Design sipo_shift_receiver, sky130hd; sources not shown.
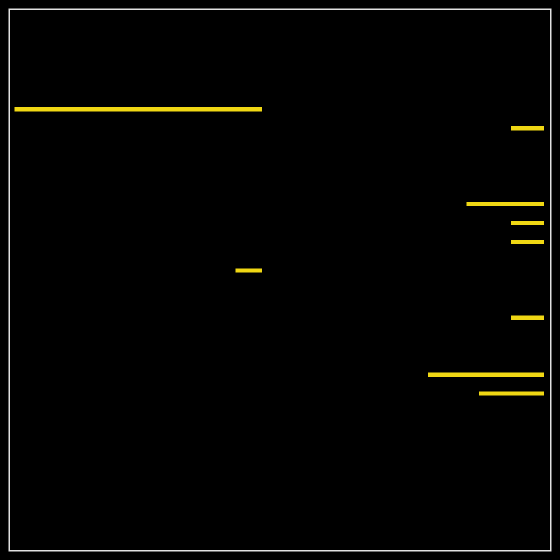
*Met3 routing, run 1*
share of all routed wire: 3.9%
main direction: horizontal
Detailed Route WL: 1150 um
Vias: 465
GRT met3 Usage: 5.20%

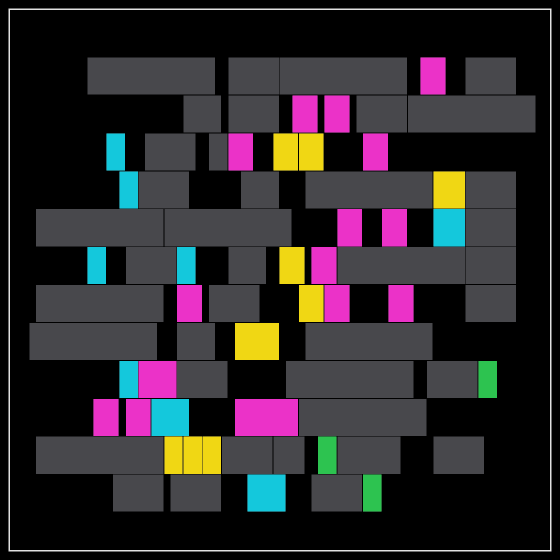
*Gate families picked out, run 1*
legend:
  green:
    family: inverters
    cells: 3
    most_used: inv_1
  magenta:
    family: inverting AOI/OAI gates
    cells: 15
    most_used: a21oi_1
  yellow:
    family: NAND gates
    cells: 9
    most_used: nand3_1
  cyan:
    family: NOR gates
    cells: 8
    most_used: nor2_1
fraction of area in multi-input gates: 31.3%
Commonest Layout Cell: clkdlybuf4s50_1
Final Non-Filler Cells: 88

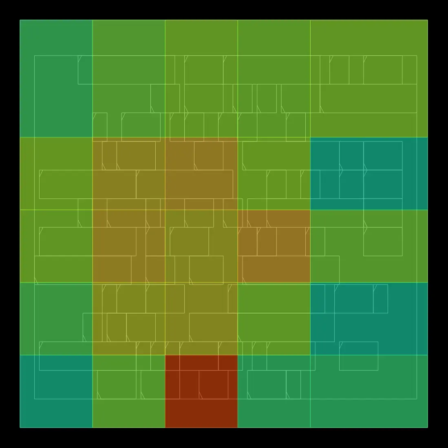
*Congestion heat map, run 1*
GR Util met1: 28.8%
M2 GR Usage: 27.5%
Avg WL per Cell: 13.1 um

==> results.toml, run 1 <==
# yosys + openroad results
[status]
status = "finished, final reports clean"

[cts]
cts_hold_buf = 0
cts_max_path_buffers = 2
cts.sinks = 13
cts_tree = "done"
htreeDepth = 1
clock_latency_ns = 0.28
clkSlewWorstSetupHoldPaths_ns = 0.08
cts_setup_buffers = 0
root_buffer = "clkbuf_4"
ctsResizeCount = 0
cts_made_buffers = 3

[synth]
synth_area_per_cell_um2 = 10.4
syn_area_um2 = 581
synth_chip_area_um2 = 581
synth-seq-cells = 13
synth_nets = 64
ys_seq_share_pct = 56.0
ys_warn_count = 0
synthCells = 56
synth.distinct_cells = 21
netlist.area_leader.share_pct = 56.0
synth.area.top_cells = "dfrtp_1 56%, a21oi_1 6.0%, mux2i_1 5.2%, o21ai_1 4.3%, nand3_1 3.4%"
yosys.area.top_type = "dfrtp_1"

[die]
die_width_um = 38.7
floorplan.core_util_pct = 48.9
die_height_um = 38.7
io_pins = 15
rows = 12
core_area_um2 = 1190
die_area_um2 = 1500

[placement]
dp_hpwl_um = 818
post-place-cells = 84
gp_congestion = 0.805
dpl_worst_slack_ns = 0.279

[sta]
finalClockPeriodUsage_pct = 91.4
fmax_mhz = 521
setup_viol = 0
fin_ws_ns = 0.181
drv_slew = 0
final.setup.tns_ns = 0
worst-slew-pin-transition_ns = 0.475
finalHoldViolCount = 0
timing.final.crit_period_ns = 1.92
slew_headroom_pct = 68.3
grt_setup_unrepaired = "no"

[worst_setup_path]
cp.depth = 1
end_kind = "primary output"
crit_path_start_kind = "register"
r2r_cells = 4
slowest_stage = "clkdlybuf4s50_1"
critPathTopFamily = "buffers and inverters"
critPathMaxStageDelay_ns = 0.66
crit_fanout = 8
crit_buf_inv = 1
crit_chain = "clkdlybuf4s50_1"
ff2ff_setup_slack_ns = 0.74

[power]
power.leakage_nw = 0.336
power_density_nw_per_um2 = 600
report.power.total_w = 0.000461
ir_drop_mv = 0.432

[min_path]
hold_class = "register to register"
whs_path_depth = 2

[detailed_routing]
drt-initial-drc-count = 12
first_pass_iters = 4
antenna_left = 0
drcViolationCount = 0
avgViaCountPerCell = 5.28

[global_routing]
grt_pass1_vias = 447
grt_usage_pct = 20.1
grt_pass1_wl_um = 1960
grt.overflow.total = 0
grt_max_degree = 14
antenna_found_initial = 0

[cells_and_area]
drive_above_1_share_pct = 6.76
fin_util_pct = 64.8
area_growth_pct = 32.3
lay_top_cells = "14 x clkdlybuf4s50_1, 13 x dfrtp_1, 7 x a21oi_1"
nets = 83

[flow_run]
warning_count = 26
drv_cap = 0
## run 1: cell families (layout without fill, tap and decap cells)
| logic type | after synthesis | after routing | synth area share (%) |
|---|---|---|---|
| buf+inv | 4 | 22 | 2.59 |
| compound gates | 16 | 16 | 16.4 |
| simple gates | 19 | 19 | 17.7 |
| fa+ha+maj | 1 | 1 | 2.15 |
| flops | 13 | 13 | 56.0 |
| mux | 3 | 3 | 5.17 |
## run 1: routing by layer
layer	part of all wire (%)	track usage (%)
met4	0.96	10.3
met2	42	27.5
met3	3.9	5.20
met5	0	0
met1	53	28.8
## run 1: cells in the mapped netlist (all sizes together)
cell type / count
nand3: 4
nand2b: 1
nor2: 5
nor2b: 1
clkinv: 1
nand4b: 1
a22oi: 1
o31ai: 1
mux2i: 3
o32a: 1
and4b: 1
or3: 1
nand2: 3
nor3b: 2
o21ai: 6
dfrtp: 13
clkbuf: 1
a21oi: 7
ha: 1
inv: 2
## run 1: final cells by class
type | count | area (um^2)
Sequential cell | 13 | 325
Inverter | 3 | 11.3
Tap cell | 14 | 17.5
Clock buffer | 4 | 26.3
Multi-Input combinational cell | 39 | 240
Timing Repair Buffer | 15 | 148
Fill cell | 108 | 418
## run 1: stage by stage
| step | hold WS, ns | instance area (um^2) |
|---|---|---|
| finish | 0.506 | 768 |
| global route | 0.546 | 768 |
| CTS | 0.513 | 768 |
| detailed placement | 0.495 | 742 |
| global placement | 0.479 | 742 |
| floorplan | 0.402 | 581 |
## run 1: report_power, final
group,internal [W],leakage (nW),switching [W]
combinational,0.0000225,0.142,0.0000231
clock,0.0000736,0.0150,0.0000811
sequential,0.000255,0.179,0.00000584
total,0.000351,0.336,0.000110
==> run 1 -> run 2 <==
--- a/config.mk
+++ b/config.mk
@@ -8,8 +8,10 @@
 export CORE_UTILIZATION = 43
 export CTS_CLUSTER_SIZE = 14
 export DETAILED_ROUTE_END_ITERATION = 8
+export GPL_ROUTABILITY_DRIVEN = 0
 export HOLD_SLACK_MARGIN = 0.12
 export PLACE_DENSITY = 0.72
 export SYNTH_ARGS = -nofsm -noshare
 export SYNTH_HDL_FRONTEND = slang
 export SYNTH_SLANG_ARGS = --single-unit
+export TNS_END_PERCENT = 5
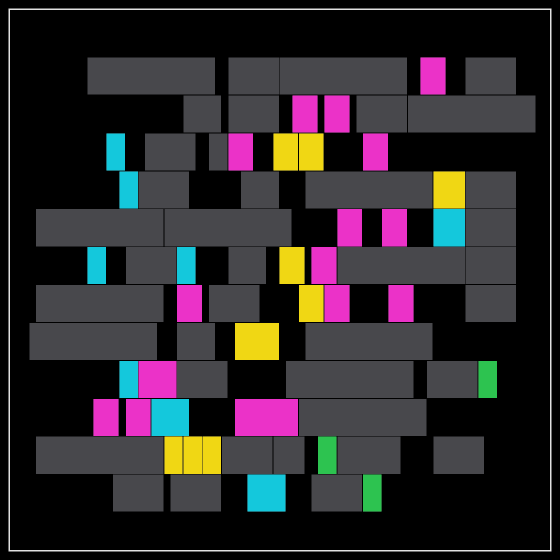
*Gate families picked out, run 2*
legend:
  magenta:
    family: inverting AOI/OAI gates
    cells: 15
    most_used: a21oi_1
  yellow:
    family: NAND gates
    cells: 9
    most_used: nand3_1
  green:
    family: inverters
    cells: 3
    most_used: inv_1
  cyan:
    family: NOR gates
    cells: 8
    most_used: nor2_1

==> run 2 against run 1 <==
Compared with the run above: global-route usage is the same; power is the same; first-iteration DRC count is the same; worst hold slack is the same; maximum frequency is the same; area after synthesis is the same; critical path depth is the same; sequential power is essentially flat.
==> results.toml, run 2 <==
# yosys + openroad results
[power]
power.leakage_nw = 0.336
ir_drop_mv = 0.432

[status]
status = "finished, final reports clean"

[sta]
slew_headroom_pct = 68.3
timing.final.crit_period_ns = 1.92
finalHoldViolCount = 0
whs_ns = 0.506
setup_viol = 0
finalClockPeriodUsage_pct = 91.4
fmax_mhz = 521
worst-slew-pin-transition_ns = 0.475

[cells_and_area]
area_growth_pct = 32.3
drive_above_1_share_pct = 6.76
lay_top_cells = "14 x clkdlybuf4s50_1, 13 x dfrtp_1, 7 x a21oi_1"
fill_cells = 108

[placement]
post-place-cells = 84

[worst_setup_path]
end_kind = "primary output"
crit_chain = "clkdlybuf4s50_1"
critPathTopFamily = "buffers and inverters"
r2r_cells = 4
ff2ff_setup_slack_ns = 0.74
cp.depth = 1
critPathMaxStageDelay_ns = 0.66

[synth]
synth.area.top_cells = "dfrtp_1 56%, a21oi_1 6.0%, mux2i_1 5.2%, o21ai_1 4.3%, nand3_1 3.4%"
synth.top_cells.by_count = "13 x dfrtp_1, 7 x a21oi_1, 5 x nor2_1, 5 x o21ai_1, 4 x nand3_1"
ff_type = "dfrtp_1"
ys_warn_count = 0
synth_chip_area_um2 = 581
netlist.area_leader.share_pct = 56.0
synth.distinct_cells = 21
synth_area_per_cell_um2 = 10.4

[die]
io_pins = 15
die_width_um = 38.7

[detailed_routing]
first_pass_iters = 4
detail_route.wl_per_cell_um = 13.1
drcViolationCount = 0
routed_wl_um = 1150

[flow_run]
drv_cap = 0
warning_count = 26

[min_path]
whs_path_depth = 2

[global_routing]
grt_pass1_wl_um = 1960

[cts]
clock_latency_ns = 0.28
cts.sinks = 13
htreeDepth = 1
cts_hold_buf = 0
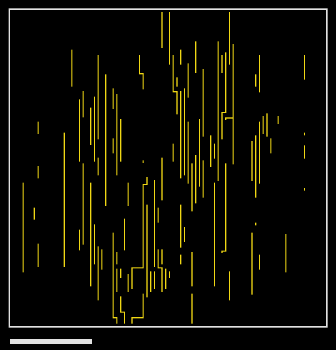
*M2 wires, run 2*
Scale bar: 10 um.
nets with wire on the layer: 66
longest straight run: 17.0 um

## run 2: cell counts after synthesis
Identical to the previous run, type by type.
## run 2: cell type report
cell class	instances	area, um^2	share of cell area, %
sequential	13	325	42.3
multi-input combinational	39	240	31.3
timing repair buffer	15	148	19.2
clock buffer	4	26.3	3.42
tap	14	17.5	2.28
inverter	3	11.3	1.47
## run 2: power breakdown
part / total, W / internal (W) / switching (W) / leakage [nW]
Clock: 0.000155 / 0.0000736 / 0.0000811 / 0.0150
Combinational: 0.0000455 / 0.0000225 / 0.0000231 / 0.142
Sequential: 0.000261 / 0.000255 / 0.00000584 / 0.179
## run 2: cell families (layout without fill, tap and decap cells)
logic type	after synthesis	count (layout)	synth area share (%)
compound gates	16	16	16.4
fa+ha+maj	1	1	2.15
buf+inv	4	22	2.59
flops	13	13	56.0
mux	3	3	5.17
simple gates	19	19	17.7
## run 2: stage by stage
stage	utilization (%)	setup slack (ns)	area (um^2)
2_1_floorplan	-	0.821	581
3_3_place_gp	62.6	0.284	742
6_report	64.8	0.181	768
4_1_cts	64.8	0.200	768
3_5_place_dp	62.6	0.279	742
5_1_grt	64.8	0.138	768
## run 2: layer usage
layer	track usage, %	share of wire (%)	up-vias
met5	0	0	-
met4	10.3	0.96	0
met3	5.20	3.9	2
met2	27.5	42	8
met1	28.8	53	216
li1	-	-	239
Power is estimated from default activity; no workload was simulated.
